==> config.mk <==
export PLATFORM = sky130hd
export DESIGN_NAME = mem_stage
export DESIGN_NICKNAME = d
export VERILOG_FILES = /design/src/rtl/mem_stage_pkg.sv /design/src/rtl/mem_stage_branch_resolve.sv /design/src/rtl/mem_stage.sv
export SDC_FILE = /design/constraint.sdc
export NUM_CORES = 1
export LEC_CHECK = 0
export CORE_MARGIN = 3
export CORE_UTILIZATION = 45
export DETAILED_ROUTE_END_ITERATION = 8
export GPL_TIMING_DRIVEN = 0
export HOLD_SLACK_MARGIN = 0.1
export PLACE_DENSITY = 0.77
export SLEW_MARGIN = 20
export SYNTH_ARGS = -nofsm -noshare
export SYNTH_HDL_FRONTEND = slang
export SYNTH_SLANG_ARGS = --single-unit
==> constraint.sdc <==
create_clock -name I_CLOCK -period 2.3 [get_ports I_CLOCK]
set_input_delay 0.23 -clock I_CLOCK [delete_from_list [all_inputs] [get_ports I_CLOCK]]
set_output_delay 0.23 -clock I_CLOCK [all_outputs]
set_load 0.05 [all_outputs]
==> src/rtl/mem_stage_pkg.sv <==
// Shared definitions for the memory stage: opcodes, condition codes, FSM states,
// and the timeout default.
package mem_stage_pkg;

  localparam logic [7:0] OP_ADD   = 8'h01;
  localparam logic [7:0] OP_ADDI  = 8'h02;
  localparam logic [7:0] OP_AND   = 8'h03;
  localparam logic [7:0] OP_ANDI  = 8'h04;
  localparam logic [7:0] OP_MOV   = 8'h05;
  localparam logic [7:0] OP_MOVI  = 8'h06;
  localparam logic [7:0] OP_LDW   = 8'h07;
  localparam logic [7:0] OP_STW   = 8'h08;
  localparam logic [7:0] OP_BRN   = 8'h09;
  localparam logic [7:0] OP_BRZ   = 8'h0A;
  localparam logic [7:0] OP_BRP   = 8'h0B;
  localparam logic [7:0] OP_BRNZ  = 8'h0C;
  localparam logic [7:0] OP_BRNP  = 8'h0D;
  localparam logic [7:0] OP_BRZP  = 8'h0E;
  localparam logic [7:0] OP_BRNZP = 8'h0F;
  localparam logic [7:0] OP_JMP   = 8'h10;
  localparam logic [7:0] OP_JSR   = 8'h11;
  localparam logic [7:0] OP_JSRR  = 8'h12;

  localparam logic [2:0] CC_N = 3'b100;
  localparam logic [2:0] CC_Z = 3'b010;
  localparam logic [2:0] CC_P = 3'b001;

  localparam int MEM_TIMEOUT_DEF = 15;

  typedef enum logic {
    ST_IDLE = 1'b0,
    ST_WAIT = 1'b1
  } mem_state_t;

  function automatic logic [2:0] cc_from(input logic msb, input logic zero);
    return msb ? CC_N : (zero ? CC_Z : CC_P);
  endfunction

  function automatic logic writes_cc(input logic [7:0] op);
    return (op == OP_ADD) || (op == OP_ADDI) || (op == OP_AND) ||
           (op == OP_ANDI) || (op == OP_MOV) || (op == OP_MOVI);
  endfunction

endpackage

==> src/rtl/mem_stage_branch_resolve.sv <==
// Branch decision: NZP mask per conditional branch, jumps unconditionally taken.
module branch_resolve
  import mem_stage_pkg::*;
#(
  parameter int OPCODE_WIDTH = 8
) (
  input  logic [OPCODE_WIDTH-1:0] opcode,
  input  logic [2:0]              cc,
  output logic                    is_branch,
  output logic                    taken
);

  logic [2:0] mask;
  logic       always_taken;

  always_comb begin
    mask         = 3'b000;
    is_branch    = 1'b0;
    always_taken = 1'b0;
    case (opcode)
      OP_BRN:   begin is_branch = 1'b1; mask = 3'b100; end
      OP_BRZ:   begin is_branch = 1'b1; mask = 3'b010; end
      OP_BRP:   begin is_branch = 1'b1; mask = 3'b001; end
      OP_BRNZ:  begin is_branch = 1'b1; mask = 3'b110; end
      OP_BRNP:  begin is_branch = 1'b1; mask = 3'b101; end
      OP_BRZP:  begin is_branch = 1'b1; mask = 3'b011; end
      OP_BRNZP: begin is_branch = 1'b1; mask = 3'b111; end
      OP_JMP, OP_JSR, OP_JSRR: begin is_branch = 1'b1; always_taken = 1'b1; end
      default:  ;
    endcase
    taken = is_branch && (always_taken || ((mask & cc) != 3'b000));
  end

endmodule

==> src/rtl/mem_stage.sv <==
// Memory stage: LDW/STW over a req/ack port with timeout, NZP condition codes,
// branch resolution and writeback forwarding. All state changes on the falling edge.
module mem_stage
  import mem_stage_pkg::*;
#(
  parameter int REG_WIDTH    = 16,
  parameter int PC_WIDTH     = 16,
  parameter int OPCODE_WIDTH = 8,
  parameter int MEM_TIMEOUT  = MEM_TIMEOUT_DEF
) (
  input  logic                    I_CLOCK,
  input  logic                    I_RESET_N,
  input  logic                    I_LOCK,
  input  logic [OPCODE_WIDTH-1:0] I_Opcode,
  input  logic [REG_WIDTH-1:0]    I_ALUOut,
  input  logic [3:0]              I_DestRegIdx,
  input  logic [REG_WIDTH-1:0]    I_DestValue,
  input  logic                    I_FetchStall,
  input  logic                    I_DepStall,
  input  logic                    I_MemAck,
  input  logic [REG_WIDTH-1:0]    I_MemRData,
  output logic                    O_MemReq,
  output logic                    O_MemWe,
  output logic [REG_WIDTH-1:0]    O_MemAddr,
  output logic [REG_WIDTH-1:0]    O_MemWData,
  output logic                    O_MemStall,
  output logic                    O_LOCK,
  output logic [OPCODE_WIDTH-1:0] O_Opcode,
  output logic [3:0]              O_DestRegIdx,
  output logic [REG_WIDTH-1:0]    O_DestValue,
  output logic                    O_FetchStall,
  output logic                    O_DepStall,
  output logic                    O_BranchTaken,
  output logic [PC_WIDTH-1:0]     O_BranchTarget,
  output logic [2:0]              O_CC,
  output logic                    O_MemErr
);

  localparam int CNT_W = $clog2(MEM_TIMEOUT + 1);

  mem_state_t             state_q, state_d;
  logic [CNT_W-1:0]       cnt_q, cnt_d, cnt_inc;
  logic [2:0]             cc_d;
  logic                   req_d, we_d, stall_d, lock_d, fs_d, ds_d, br_d, err_d;
  logic [REG_WIDTH-1:0]   addr_d, wdata_d, val_d, ld_val;
  logic [OPCODE_WIDTH-1:0] op_d;
  logic [3:0]             idx_d;
  logic [PC_WIDTH-1:0]    tgt_d;
  logic                   active, is_mem, is_jsr, timeout, is_branch, br_taken;

  assign active  = I_LOCK && !I_FetchStall && !I_DepStall;
  assign is_mem  = (I_Opcode == OP_LDW) || (I_Opcode == OP_STW);
  assign is_jsr  = (I_Opcode == OP_JSR) || (I_Opcode == OP_JSRR);
  assign cnt_inc = cnt_q + CNT_W'(1);
  assign timeout = !I_MemAck && (cnt_inc == CNT_W'(MEM_TIMEOUT));
  assign ld_val  = I_MemAck ? I_MemRData : '0;

  branch_resolve #(.OPCODE_WIDTH(OPCODE_WIDTH)) u_branch (
    .opcode    (I_Opcode),
    .cc        (O_CC),
    .is_branch (is_branch),
    .taken     (br_taken)
  );

  always_ff @(negedge I_CLOCK) begin
    if (!I_RESET_N) begin
      state_q        <= ST_IDLE;
      cnt_q          <= '0;
      O_CC           <= CC_Z;
      O_MemReq       <= 1'b0;
      O_MemWe        <= 1'b0;
      O_MemAddr      <= '0;
      O_MemWData     <= '0;
      O_MemStall     <= 1'b0;
      O_LOCK         <= 1'b0;
      O_Opcode       <= '0;
      O_DestRegIdx   <= '0;
      O_DestValue    <= '0;
      O_FetchStall   <= 1'b0;
      O_DepStall     <= 1'b0;
      O_BranchTaken  <= 1'b0;
      O_BranchTarget <= '0;
      O_MemErr       <= 1'b0;
    end else begin
      state_q        <= state_d;
      cnt_q          <= cnt_d;
      O_CC           <= cc_d;
      O_MemReq       <= req_d;
      O_MemWe        <= we_d;
      O_MemAddr      <= addr_d;
      O_MemWData     <= wdata_d;
      O_MemStall     <= stall_d;
      O_LOCK         <= lock_d;
      O_Opcode       <= op_d;
      O_DestRegIdx   <= idx_d;
      O_DestValue    <= val_d;
      O_FetchStall   <= fs_d;
      O_DepStall     <= ds_d;
      O_BranchTaken  <= br_d;
      O_BranchTarget <= tgt_d;
      O_MemErr       <= err_d;
    end
  end

  always_comb begin
    state_d = state_q;
    case (state_q)
      ST_IDLE: if (active && is_mem) state_d = ST_WAIT;
      ST_WAIT: if (I_MemAck || timeout) state_d = ST_IDLE;
      default: state_d = ST_IDLE;
    endcase
  end

  always_comb begin
    cnt_d   = cnt_q;
    cc_d    = O_CC;
    req_d   = O_MemReq;
    we_d    = O_MemWe;
    addr_d  = O_MemAddr;
    wdata_d = O_MemWData;
    stall_d = O_MemStall;
    lock_d  = O_LOCK;
    op_d    = O_Opcode;
    idx_d   = O_DestRegIdx;
    val_d   = O_DestValue;
    fs_d    = O_FetchStall;
    ds_d    = O_DepStall;
    br_d    = 1'b0;
    tgt_d   = O_BranchTarget;
    err_d   = O_MemErr;
    case (state_q)
      ST_IDLE: begin
        cnt_d  = '0;
        lock_d = I_LOCK;
        op_d   = I_Opcode;
        idx_d  = I_DestRegIdx;
        fs_d   = I_FetchStall;
        ds_d   = I_DepStall;
        val_d  = is_jsr ? I_DestValue : I_ALUOut;
        if (active && is_mem) begin
          addr_d  = I_ALUOut;
          wdata_d = I_DestValue;
          we_d    = (I_Opcode == OP_STW);
          req_d   = 1'b1;
          stall_d = 1'b1;
          lock_d  = 1'b0;
        end else if (active) begin
          if (writes_cc(I_Opcode))
            cc_d = cc_from(I_ALUOut[REG_WIDTH-1], I_ALUOut == '0);
          if (is_branch && br_taken) begin
            br_d  = 1'b1;
            tgt_d = I_ALUOut[PC_WIDTH-1:0];
          end
        end
      end
      ST_WAIT: begin
        lock_d = 1'b0;
        cnt_d  = cnt_inc;
        // Ack takes priority over timeout; only a missing ack raises the error.
        if (I_MemAck || timeout) begin
          req_d   = 1'b0;
          stall_d = 1'b0;
          lock_d  = 1'b1;
          cnt_d   = '0;
          val_d   = O_MemWe ? O_MemWData : ld_val;
          if (!O_MemWe) cc_d = cc_from(ld_val[REG_WIDTH-1], ld_val == '0);
          if (!I_MemAck) err_d = 1'b1;
        end
      end
      default: ;
    endcase
  end

endmodule
Figure 1. Metal layers overlaid (run 1).
(4 px per um)
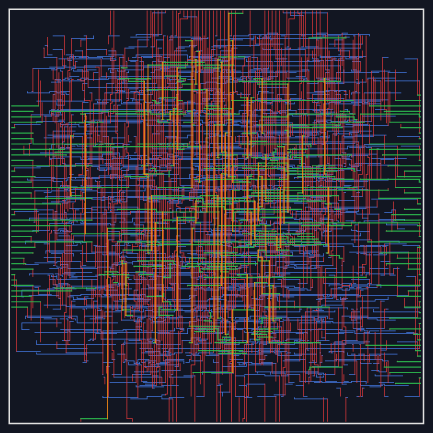
orange -> met4  # wire length 1080 um
red -> met2  # wire length 8640 um
blue -> met1  # wire length 6910 um
green -> met3  # wire length 2120 um

Figure 2. Selected gate families (run 1).
(4 px per um)
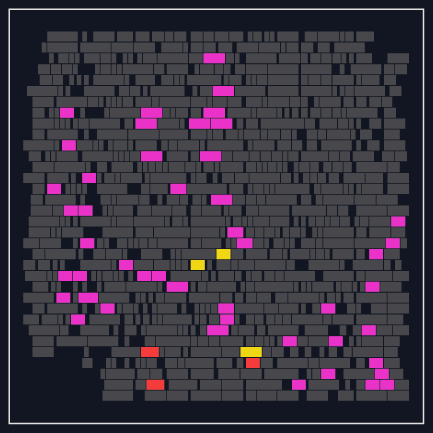
magenta -> multiplexers  # cells 47, most used mux2i_1, where widely spread
yellow -> AND-OR and OR-AND gates  # cells 3
red -> adder and majority cells  # cells 3, most used ha_1

Figure 3. Where the registers sit (run 1).
(3 px per um) Other sequential cells in the stronger gray, the rest of the logic in the fainter gray.
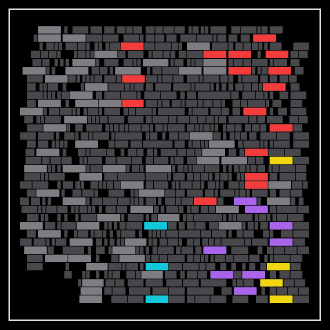
red -> `O_DestValue`  # sequential cells 16
cyan -> `O_CC`  # sequential cells 3
purple -> `O_Opcode`  # sequential cells 8, where lower right
yellow -> `O_DestRegIdx`  # sequential cells 4, where lower right
not colored = 60

==> impl_metrics.ini, run 1 <==
; physical design summary
[outcome]
status = finished, violations left
violations = negative setup slack

[worst_setup_path]
regToRegStartpoint = cnt_q[0]
endpoint_kind = flop
critPathKind = in -> reg
endpoint = O_DestValue[9]
cp_cell_sequence = buf_8 > or4b_4 > nor3_4 > nand2_4 > buf_12 > mux2_4 > o21ai_2 > a31oi_1
cp_slowest_cell = or4b_4
crit_buf_inv = 2
crit_required_ns = 1.44
arrival_ns = 1.96
slowest_delay_ns = 0.53
r2r_slack_ns = -0.26

[grt]
grt_pass1_vias = 4855
gr-total-overflow = 0
met3_usage = 0.123
grt_usage = 0.298
grt_pass1_wl_um = 24200

[synth]
synth_stat.cells = 484
mux_area_frac = 0.124
ys_types = 51
syn_inst = 484
edf_count = 0
synth_flops = 91
adder_share = 0.00824
simple_gate_area_frac = 0.224
syn_nets = 552
ys_seq_frac = 0.428
ys_area_um2 = 4250

[detailed_routing]
top_layer_used = met4
vias = 5242
drt-pass1-iter-count = 6
wl_met3_um = 2120
wl_met2_um = 8640
wl_met1_um = 6910
drcViolationCount = 0
wl_um = 18800
ant_nets = 0

[floorplanning]
fp_util = 0.476
coreArea_um2 = 8930
die_w_um = 103
rows = 34
ios = 153

[place]
dp_hpwl_um = 10500
port_buffers = 148
preCtsSetupSlack_ns = -1.38

[cells_and_area]
final_nets = 846
syn_to_final_growth_pct = 79.6
lay_top_cells = nand2_1 (110), inv_1 (93), dfxtp_2 (77), buf_8 (71), buf_4 (40)
postLayoutCoreUtil = 0.855
post_route_cells_drive_above_1_share = 0.416
diodes = 0
stdcell_area_um2 = 7640

[sta]
hold_viol_final = 0
rsz0062_at_grt = yes
fin_skew_ns = 0.0374
setup_ws_ns = -0.512
setup_violations = 96
finalMaxSlewViolations = 0
slew_headroom = 0.435

[clock_network]
cts_max_level = 3
cts_tree = yes
clock_sinks = 91
post_cts_buffers = 22

[worst_hold_path]
hp-class = reg -> reg
whs_endpoint = O_MemAddr[2]
hp-start = O_MemAddr[2]
hold_depth = 2

[run]
tool_warnings = 121

[power_and_ir_drop]
leakagePower_nw = 3.40
peakVddDrop_mv = 0.419
## run 1: cell type report
| type | count | area (um^2) |
|---|---|---|
| plain buffers | 35 | 287 |
| clock buffers | 9 | 124 |
| clock inverters | 98 | 417 |
| fillers | 451 | 1300 |
| inverters | 2 | 7.51 |
| multi-input cells | 354 | 2500 |
| flip-flops and latches | 91 | 1940 |
| well taps | 108 | 135 |
| repair buffers | 194 | 2220 |
## run 1: report_power, final
part           switching (mW)  internal, mW  leakage, nW
sequential             0.0267          1.61        0.779
clock                    1.18         0.719        0.590
combinational           0.315         0.247         2.03
total                    1.52          2.58         3.40
## run 1: stage by stage
stage / cells / setup TNS [ns]
floorplan: 484 / -26.98
global placement: 740 / -103.35
detailed placement: 740 / -103.89
CTS: 869 / -18.92
global route: 891 / -21.19
finish: 891 / -18.40
## run 1: worst register-to-register path, cell delays in order (launching register included)
cell	delay [ns]
dfxtp_1	0.34
ha_1	0.26
nor2b_1	0.15
o21ai_0	0.12
a21boi_1	0.66
or2_2	0.25
buf_4	0.15
buf_4	0.19
nand3_1	0.12
a31oi_1	0.24
## run 1: cells in the mapped netlist, drive strengths merged (2+ instances only)
cell | number | area [um^2]
nand3 | 22 | 110
o21ai | 24 | 120
nor2b | 21 | 131
a21boi | 49 | 368
nand4 | 2 | 12.5
a21oi | 2 | 21.3
nand2 | 120 | 458
ha | 2 | 25.0
xor2 | 2 | 17.5
mux2i | 31 | 310
inv | 3 | 11.3
nor3 | 2 | 21.3
a31oi | 18 | 113
clkbuf | 21 | 78.8
buf | 15 | 101
mux2 | 16 | 218
nor2 | 9 | 33.8
nor4 | 9 | 71.3
and2 | 4 | 25.0
dfxtp | 91 | 1820
or2 | 2 | 12.5
a32oi | 2 | 25.0
Figure 4. Clock wiring as the flow saved it (run 1).
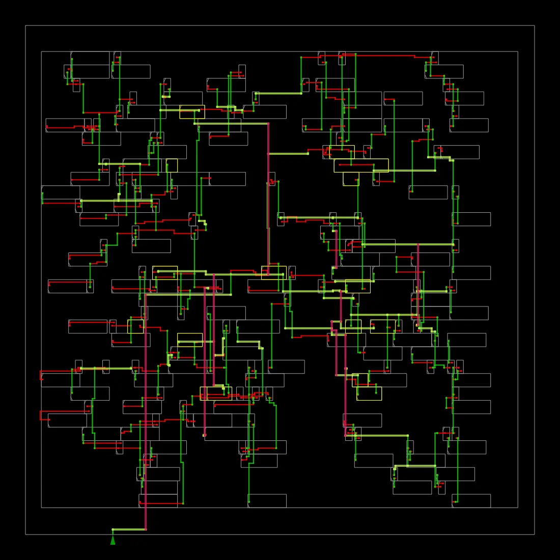

--- run 2 (diff from run 1) ---
--- a/config.mk
+++ b/config.mk
@@ -5,8 +5,8 @@
 export SDC_FILE = /design/constraint.sdc
 export NUM_CORES = 1
 export LEC_CHECK = 0
-export CORE_MARGIN = 3
 export CORE_UTILIZATION = 45
+export CTS_CLUSTER_DIAMETER = 60
 export DETAILED_ROUTE_END_ITERATION = 8
 export GPL_TIMING_DRIVEN = 0
 export HOLD_SLACK_MARGIN = 0.1
Figure 5. Clock wiring as the flow saved it (run 2).
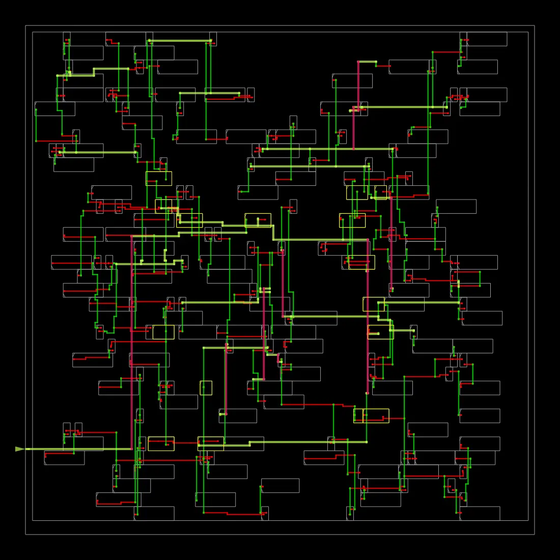
total CTS buffers: 9
registers: 91

Figure 6. I/O nets highlighted (run 2).
(4 px per um)
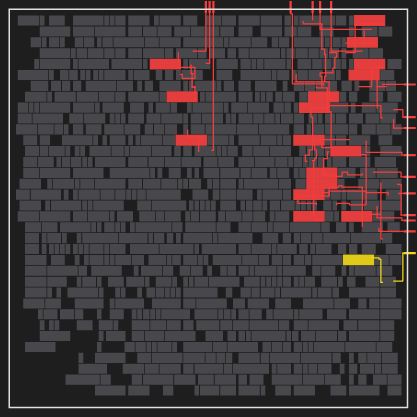
red -> `O_DestValue`  # direction output, edge 9 right, 7 top, end cells 16, wire 533 um
yellow -> `O_FetchStall`  # direction output, edge right, end cells 1, wire 18.8 um

Figure 7. Selected gate families (run 2).
(4 px per um)
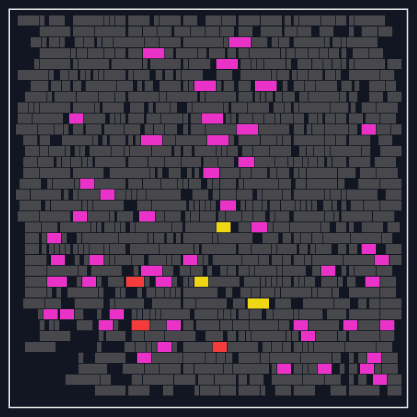
red -> adder and majority cells  # cells 3, most used ha_1
yellow -> AND-OR and OR-AND gates  # cells 3
magenta -> multiplexers  # cells 47, most used mux2i_1, where widely spread

==> impl_metrics.ini, run 2 <==
; physical design summary
[detailed_routing]
wl_met1_um = 7000
top_layer_used = met4
drt-pass1-iter-count = 5
ant_nets = 0
drcViolationCount = 0
wl_met2_um = 9240
vias = 5295
wl_um = 19400

[run]
tool_warnings = 121

[power_and_ir_drop]
power_mw = 4.08
pg_clk_mw = 1.86
powerDensity_nw_per_um2 = 518
swShare = 0.387
seq-power_mw = 1.64
comb_cell_power_uw = 591
power.group.top = clock
leakagePower_nw = 3.50
internal-power_mw = 2.50
peakVddDrop_mv = 0.452
p_clk_frac = 0.454
combPwrFrac = 0.145
switchingPower_mw = 1.58

[place]
port_buffers = 148
dp_hpwl_um = 10300
place_inst = 743

[worst_setup_path]
cp_slowest_cell = or4b_4
endpoint_kind = flop
cp_cell_sequence = buf_8 > or4b_4 > nor3_4 > nand2_4 > buf_16 > mux2_4 > o21ai_2 > a31oi_1
crit_buf_inv = 2
crit_required_ns = 1.41
slowest_delay_ns = 0.54
arrival_ns = 1.93
critPathKind = in -> reg

[synth]
yosysTopAreaCell = dfxtp_1
area_leaders = dfxtp_1 (43%), nand2_1 (11%), a21boi_0 (7.8%)
top_cells_by_count = nand2_1 (119), dfxtp_1 (91), a21boi_0 (44)
synth_flops = 91
synth_stat.cells = 484
simple_gate_area_frac = 0.224
syn_nets = 552
synth_top_cell_by_count = nand2_1
mux_area_frac = 0.124
ys_seq_frac = 0.428
ys_top_logic_family = simple AND/OR/NAND/NOR gates
ys_types = 51
syn_inst = 484
edf_count = 0

[grt]
met3_usage = 0.117
grt_usage = 0.331
gr-total-overflow = 0
use_met2 = 0.548
grtUsageMet1 = 0.372
grt_pass1_wl_um = 25200
grt_pass1_vias = 5272

[worst_hold_path]
hp-class = reg -> reg
hp-start = O_MemAddr[10]

[cells_and_area]
final_nets = 855
post_route_cells_drive_above_1_share = 0.457
diodes = 0
lay_top_cells = nand2_1 (94), inv_1 (92), dfxtp_2 (76), buf_8 (67), clkdlybuf4s50_1 (52)
fillers = 453
syn_to_final_growth_pct = 85.5
fin_cells = 903

[clock_network]
cts_max_level = 3
cts_tree = yes
path_clk_slew_ns = 0.04
clock_sinks = 91

[floorplanning]
rows = 35
fp_util = 0.462
die_w_um = 99.2
die_height_um = 99.2
ios = 153
coreArea_um2 = 9200

[sta]
setup_violations = 97
setup_ws_ns = -0.518
finalMaxSlewViolations = 0
fin_skew_ns = 0.0404
rsz0062_at_grt = yes
hold_viol_final = 0

[outcome]
violations = negative setup slack
status = finished, violations left
[run 2: cell counts after synthesis]
Identical to the previous run, type by type.
[run 2: final timing paths]
kind / end / slack, ns / cells past startpoint
setup reg to reg: O_DestValue[0] / -0.30 / 9
setup / recovery: O_DestValue[0] / -0.52 / 8
hold / removal: O_MemAddr[10] / 0.46 / 2
hold reg to reg: O_MemAddr[10] / 0.46 / 2
[run 2: kinds of logic (layout without fill, tap and decap cells)]
group	after synthesis	in the layout
AND/OR/NAND/NOR	200	201
buffers and inverters	39	346
flip-flops	91	91
adder cells (fa/ha/maj)	3	3
AND-OR/OR-AND	101	101
XOR/XNOR	3	3
multiplexers	47	47
[run 2: area by class of cell]
cell class | count | area, um^2 | share of cell area
buffer | 35 | 299 | 0.0379
clock buffer | 9 | 124 | 0.0157
clock inverter | 98 | 402 | 0.0509
inverter | 2 | 7.51 | 0.000952
multi-input combinational | 355 | 2620 | 0.333
sequential | 91 | 1950 | 0.247
tap | 111 | 139 | 0.0176
timing repair buffer | 202 | 2340 | 0.297
[run 2: worst reg2reg max path, delay by kind of cell (launching register included)]
family / cells / cell delay [ns]
simple gates: 3 / 0.51
compound gates: 3 / 1.03
flops: 1 / 0.35
fa+ha+maj: 1 / 0.28
buf+inv: 2 / 0.35
[run 2: metrics by stage]
stage	util	hold WS [ns]	setup TNS, ns
after global routing	0.857	0.481	-29.50
after global placement	0.650	0.441	-104.04
final	0.857	0.457	-24.64
after detailed placement	0.650	0.451	-103.86
after floorplan	-	0.446	-26.98
after CTS	0.788	0.459	-23.72
[run 2: what timing repair did]
| item | in CTS | in global routing |
|---|---|---|
| setup endpoints to repair | 159 | 147 |
| hold buffers | 0 | 0 |
| resized | 779 | 140 |
| pin swaps | 11 | 25 |
| gates cloned | 7 | 1 |
| setup buffers | 28 | 20 |
Power figures rest on the tool's default switching activity, not on a simulated workload.
